### src/rtl/riscv_imem_loader.sv
// Streams a program into instruction memory, then holds the core in reset for a
// fixed number of cycles before releasing it.
module riscv_imem_loader #(
  parameter int IMEM_ADDR_BIT = 10,
  parameter int CORE_RST_HOLD = 4
) (
  input  logic                     i_clk,
  input  logic                     i_rstn,
  input  logic                     i_load_start,
  input  logic [IMEM_ADDR_BIT:0]   i_word_count,
  input  logic                     i_valid,
  input  logic [31:0]              i_data,
  output logic                     o_ready,
  output logic                     o_imem_we,
  output logic [IMEM_ADDR_BIT-1:0] o_imem_addr,
  output logic [31:0]              o_imem_wdata,
  output logic                     o_core_rstn,
  output logic                     o_done,
  output logic                     o_err
);

  typedef enum logic [1:0] {
    ST_IDLE = 2'd0,
    ST_LOAD = 2'd1,
    ST_HOLD = 2'd2,
    ST_RUN  = 2'd3
  } state_t;

  localparam int unsigned            DEPTH_I   = 1 << IMEM_ADDR_BIT;
  localparam logic [IMEM_ADDR_BIT:0] DEPTH     = DEPTH_I[IMEM_ADDR_BIT:0];
  localparam logic [IMEM_ADDR_BIT:0] ONE       = (IMEM_ADDR_BIT+1)'(1);
  // Loaded on HOLD entry so the state lasts exactly CORE_RST_HOLD cycles.
  localparam logic [7:0]             HOLD_INIT = 8'(CORE_RST_HOLD - 1);

  state_t                 state_r, state_s;
  logic [IMEM_ADDR_BIT:0] count_r, count_s;
  logic [IMEM_ADDR_BIT:0] idx_r, idx_s;
  logic [7:0]             hold_r, hold_s;
  logic                   err_r, err_s;
  logic                   handshake_s;
  logic                   we_r;
  logic [IMEM_ADDR_BIT-1:0] addr_r;
  logic [31:0]            wdata_r;
  logic                   core_rstn_r;
  logic                   done_r;

  assign o_ready     = (state_r == ST_LOAD);
  assign handshake_s = (state_r == ST_LOAD) && i_valid;

  // Next-state and bookkeeping decode.
  always_comb begin
    state_s = state_r;
    count_s = count_r;
    idx_s   = idx_r;
    hold_s  = hold_r;
    err_s   = err_r;
    case (state_r)
      ST_IDLE, ST_RUN: begin
        if (i_load_start) begin
          if (i_word_count == '0) begin
            state_s = ST_HOLD;
            hold_s  = HOLD_INIT;
            err_s   = 1'b0;
          end else if (i_word_count > DEPTH) begin
            err_s = 1'b1;
          end else begin
            state_s = ST_LOAD;
            count_s = i_word_count;
            idx_s   = '0;
            err_s   = 1'b0;
          end
        end else begin
          state_s = state_r;
        end
      end
      ST_LOAD: begin
        if (handshake_s) begin
          idx_s = idx_r + ONE;
          if (idx_r == count_r - ONE) begin
            state_s = ST_HOLD;
            hold_s  = HOLD_INIT;
          end else begin
            state_s = ST_LOAD;
          end
        end else begin
          state_s = ST_LOAD;
        end
      end
      ST_HOLD: begin
        if (hold_r == 8'd0) begin
          state_s = ST_RUN;
        end else begin
          hold_s = hold_r - 8'd1;
        end
      end
      default: begin
        state_s = ST_IDLE;
      end
    endcase
  end

  // State register.
  always_ff @(posedge i_clk or negedge i_rstn) begin
    if (!i_rstn) begin
      state_r <= ST_IDLE;
    end else begin
      state_r <= state_s;
    end
  end

  // Word count, index, hold counter and sticky error.
  always_ff @(posedge i_clk or negedge i_rstn) begin
    if (!i_rstn) begin
      count_r <= '0;
      idx_r   <= '0;
      hold_r  <= 8'd0;
      err_r   <= 1'b0;
    end else begin
      count_r <= count_s;
      idx_r   <= idx_s;
      hold_r  <= hold_s;
      err_r   <= err_s;
    end
  end

  // Registered write stage and core control; a pending write is dropped on reset.
  always_ff @(posedge i_clk or negedge i_rstn) begin
    if (!i_rstn) begin
      we_r        <= 1'b0;
      addr_r      <= '0;
      wdata_r     <= 32'd0;
      core_rstn_r <= 1'b0;
      done_r      <= 1'b0;
    end else begin
      we_r        <= handshake_s;
      if (handshake_s) begin
        addr_r  <= idx_r[IMEM_ADDR_BIT-1:0];
        wdata_r <= i_data;
      end
      core_rstn_r <= (state_s == ST_RUN);
      done_r      <= (state_s == ST_RUN);
    end
  end

  assign o_imem_we    = we_r;
  assign o_imem_addr  = addr_r;
  assign o_imem_wdata = wdata_r;
  assign o_core_rstn  = core_rstn_r;
  assign o_done       = done_r;
  assign o_err        = err_r;

endmodule

### config.mk
export PLATFORM = sky130hd
export DESIGN_NAME = riscv_imem_loader
export DESIGN_NICKNAME = d
export VERILOG_FILES = /design/src/rtl/riscv_imem_loader.sv
export SDC_FILE = /design/constraint.sdc
export NUM_CORES = 1
export LEC_CHECK = 0
export CAP_MARGIN = 0
export CORE_ASPECT_RATIO = 0.6
export CORE_MARGIN = 2
export CORE_UTILIZATION = 40
export DETAILED_ROUTE_END_ITERATION = 8
export PLACE_DENSITY = 0.78
export SYNTH_ARGS = -nofsm -noshare
export SYNTH_HDL_FRONTEND = slang
export SYNTH_SLANG_ARGS = --single-unit
### constraint.sdc
create_clock -name i_clk -period 2.8 [get_ports i_clk]
set_clock_uncertainty 0.05 [all_clocks]
set_input_delay 0.28 -clock i_clk [delete_from_list [all_inputs] [get_ports i_clk]]
set_output_delay 0.28 -clock i_clk [all_outputs]
set_load 0.005 [all_outputs]
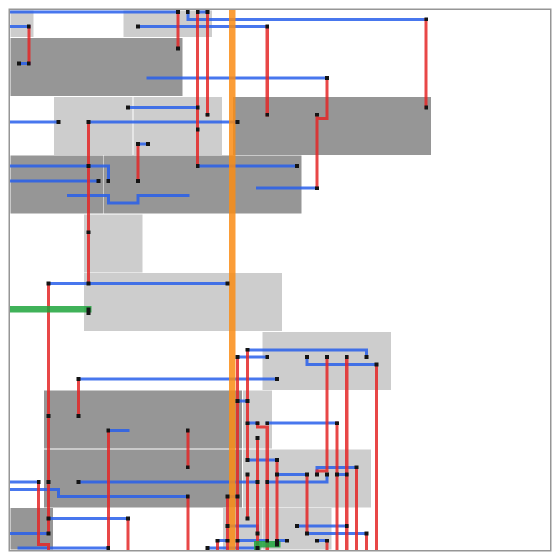
Fig. 1. Layout detail.
Region (84, 47) to (109, 72) um. Cells in grey, sequential cells in the stronger grey; small squares are vias.
- blue: metal 1
- orange: metal 4
- green: metal 3
- red: metal 2
- most frequent: dfrtp_1 (5), o41ai_2 (2)
- netlist names of flops here include: `o_imem_wdata` (3), `hold_r` (2)
- cells with their middle in the window: 14
- sequential cells in the window: 5

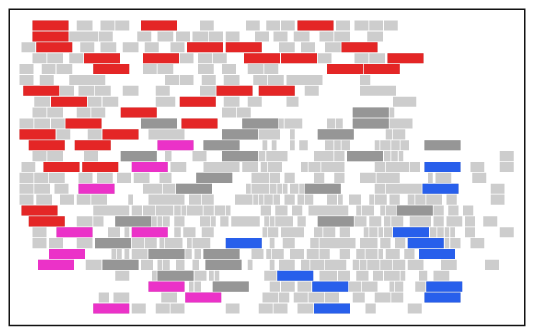
Fig. 2. Where the registers sit.
(4 px per um)
- blue: `count_r` (placed flops 11; where bottom right)
- magenta: `o_imem_addr` (placed flops 10)
- red: `o_imem_wdata` (placed flops 32)
- not coloured: 24
Seq area share: 0.357
Sequential Power: 1.92 mW

==> results.sh <==
# physical design summary
export IMPL_status="finished with violations"
export IMPL_violations="negative setup slack"
export IMPL_use_met1=0.283
export IMPL_synth_cells=320
export IMPL_slew_headroom=0.361
export IMPL_cp_data_arrival_time_ns=3.03
export IMPL_placed_area_um2=4970
export IMPL_biggestCellCategory="sequential cells"
export IMPL_yosys_warnings=0
export IMPL_syn_area_per_cell_um2=11.6
export IMPL_numPortBuffers=93
export IMPL_rr_worst_depth=7
export IMPL_fin_crit_ns=2.86
export IMPL_dieWidth_um=128
export IMPL_clock_power_share=0.189
export IMPL_logic_area_um2=1810
export IMPL_xor_share=0.0471
export IMPL_die_h_um=78.7
export IMPL_power_density_nw_per_um2=1100
export IMPL_tritoncts="yes"
export IMPL_layout_cells_non_filler=560
export IMPL_openroad_warnings=30
export IMPL_cts_root_buffer="clkbuf_16"
export IMPL_wl_met1_mm=4.48
export IMPL_finalSetupViolCount=2
export IMPL_path_clk_slew_ns=0.06
export IMPL_slowest_delay_ns=0.55
export IMPL_drc=0
export IMPL_final_cell_area_um2=5400
export IMPL_gp_congestion=0.854
export IMPL_sw_frac_of_total=0.341
export IMPL_pwr_share_comb=0.489
export IMPL_synth_cell_types=56
export IMPL_dr_total_vias=3051
export IMPL_drive_above_1_share=0.286
export IMPL_fin_setup_tns_ns=-0.115
export IMPL_ys_sh_simple=0.128
export IMPL_core_util_floorplan=0.409
export IMPL_grt_pass1_wl_mm=15.7
export IMPL_dr_wl_met2_mm=4.25
export IMPL_cts_made_buffers=9
export IMPL_inv_count=11
export IMPL_worstPathBufferInverterCount=0
export IMPL_logic_gates=216
export IMPL_synth_edff_count=0
export IMPL_use_met2=0.291
export IMPL_seq_cell_count=77
export IMPL_cp_common_cell="or4_4"
export IMPL_worstPathCellList="or4_4 -> or4_4 -> o311a_1 -> a211o_1 -> o41ai_4 -> nand3_2 -> mux2_4"
export IMPL_whs_ns=0.0520
export IMPL_num_io_pins=94
export IMPL_crit_family="simple AND/OR/NAND/NOR gates"
export IMPL_grt_max_degree=78
export IMPL_taps=116
export IMPL_topCellsByArea="dfrtp_1 52%, mux2_2 15%, xnor2_1 2.8%"
export IMPL_period_used=1.02
export IMPL_slew_violations=0
export IMPL_finish_utilization=0.595
export IMPL_crit_fanout=3
export IMPL_largest_reg_flops=32
export IMPL_async_reset_ff_frac=1.00
export IMPL_power_leakage_nw=2.28
export IMPL_core_um2=9090
export IMPL_clock_sinks=77
export IMPL_dieArea_um2=10100
export IMPL_fa_ha_area_frac=0.0168
export IMPL_cts_repair_resized=10
export IMPL_antenna_found_initial=0
export IMPL_top_usage_layer="met2"
export IMPL_cp_start_kind="register"
export IMPL_layout_top_cell="clkdlybuf4s50_1"
export IMPL_clk_power_mw=1.12
export IMPL_finalWorstSetupSlack_ns=-0.0607
export IMPL_yosysTopAreaCellShare=0.518
export IMPL_route_met3_wl_um=935
export IMPL_comb_cell_share=0.334
export IMPL_regArea_um2=1930
export IMPL_ant_nets=0
export IMPL_drt_total_wl_mm=9.76
export IMPL_worstSkewPairLatency_ns=0.33
export IMPL_placed_cells=541
export IMPL_overflow=0
export IMPL_endpoint="hold_r[1]$_DFFE_PN0P_"
export IMPL_max_freq_mhz=350
export IMPL_worstPathRequired_ns=2.96
export IMPL_crit_type="reg -> reg"
export IMPL_end_kind="register"
export IMPL_signal_buffers=124
export IMPL_nClkBuffers=11
export IMPL_yosysTopAreaCell="dfrtp_1"
export IMPL_dr_pass1_iters=5
export IMPL_maxCapViolCount=0
export IMPL_vdd_drop_max_uv=692
export IMPL_comb_power_mw=2.91
export IMPL_p_sw_mw=2.03
export IMPL_cp_depth=7
export IMPL_pre_cts_slack_ns=-0.262
export IMPL_nonClkBufAreaFrac=0.220
export IMPL_ys_top_logic_family="multiplexers"
export IMPL_synth_nets=372
export IMPL_post_cts_buffers=3
export IMPL_ys_ff=77
export IMPL_syn_to_final_growth_pct=45.3
export IMPL_topRoutingLayerUsed="met4"
export IMPL_grt_pass1_vias=3085
export IMPL_ys_sh_mux=0.163
export IMPL_drt_iter0_drc=281
export IMPL_power_mw=5.95
export IMPL_fillCellCount=730
export IMPL_critical_path_slowest_cell="or4_4"
export IMPL_clk_share=0.0542
export IMPL_hold_violations=0
export IMPL_timing_rr_start="count_r[1]$_DFFE_PN0P_"
export IMPL_power_share_sequential=0.322
export IMPL_holdBufCountCts=0
export IMPL_r2r_end="hold_r[1]$_DFFE_PN0P_"
export IMPL_power_top_group="combinational logic"
export IMPL_grt_util_all_layers=0.203
export IMPL_intPower_mw=3.92
export IMPL_ys_area_um2=3720
export IMPL_rsz0062_at_grt="yes"
export IMPL_grtUsageMet3=0.0825
export IMPL_antenna_cells=0
export IMPL_clk_path_buf_depth=2
export IMPL_holdCritPathClass="in -> async"
export IMPL_r2r_slack_ns=-0.06
export IMPL_ys_cells=320
export IMPL_h_tree_depth=3
export IMPL_crit_start="count_r[1]$_DFFE_PN0P_"
export IMPL_dp_hpwl_mm=7.01
export IMPL_rows=27
export IMPL_ys_flop_type="dfrtp_1"
export IMPL_lay_top_cells="92 x clkdlybuf4s50_1, 77 x dfrtp_1, 50 x mux2_2"
export IMPL_avgRoutedWirePerCell_um=17.4
export IMPL_vias_per_cell=5.45
export IMPL_synth_area_um2=3720
export IMPL_worstMarginPinSlew_ns=0.958
export IMPL_synth_cellmix_compoundShare=0.0976
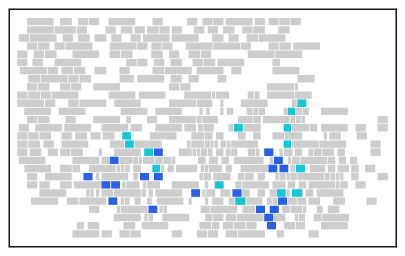
Fig. 3. Gate families picked out.
(3 px per um)
- cyan: AND-OR and OR-AND gates (cells 14)
- blue: XOR/XNOR gates (cells 20)

cells in the mapped netlist, types with 2 or more instances:
master	n
nor3_1	6
a31oi_1	3
nand4b_1	2
mux2_1	3
dfrtp_1	77
o21a_1	3
nor4_1	6
a21oi_1	3
or4_1	6
ha_1	5
o41ai_1	5
o31a_1	2
buf_2	2
or3_1	4
and2_1	2
xor2_1	8
clkbuf_1	8
inv_1	10
nand2b_1	4
nor2_1	20
xnor2_1	12
a22o_1	4
nand3_1	6
nand2_1	20
buf_1	5
nor2b_1	4
mux2_2	50
o21ai_0	12
worst reg2reg max path: cells and delay by family, from the launching register on:
kind,cells,cell delay [ns]
muxes,1,0.32
AOI/OAI and AO/OA,3,0.85
and+or+nand+nor,3,1.14
DFF,1,0.40
Power figures rest on the tool's default switching activity, not on a simulated workload.
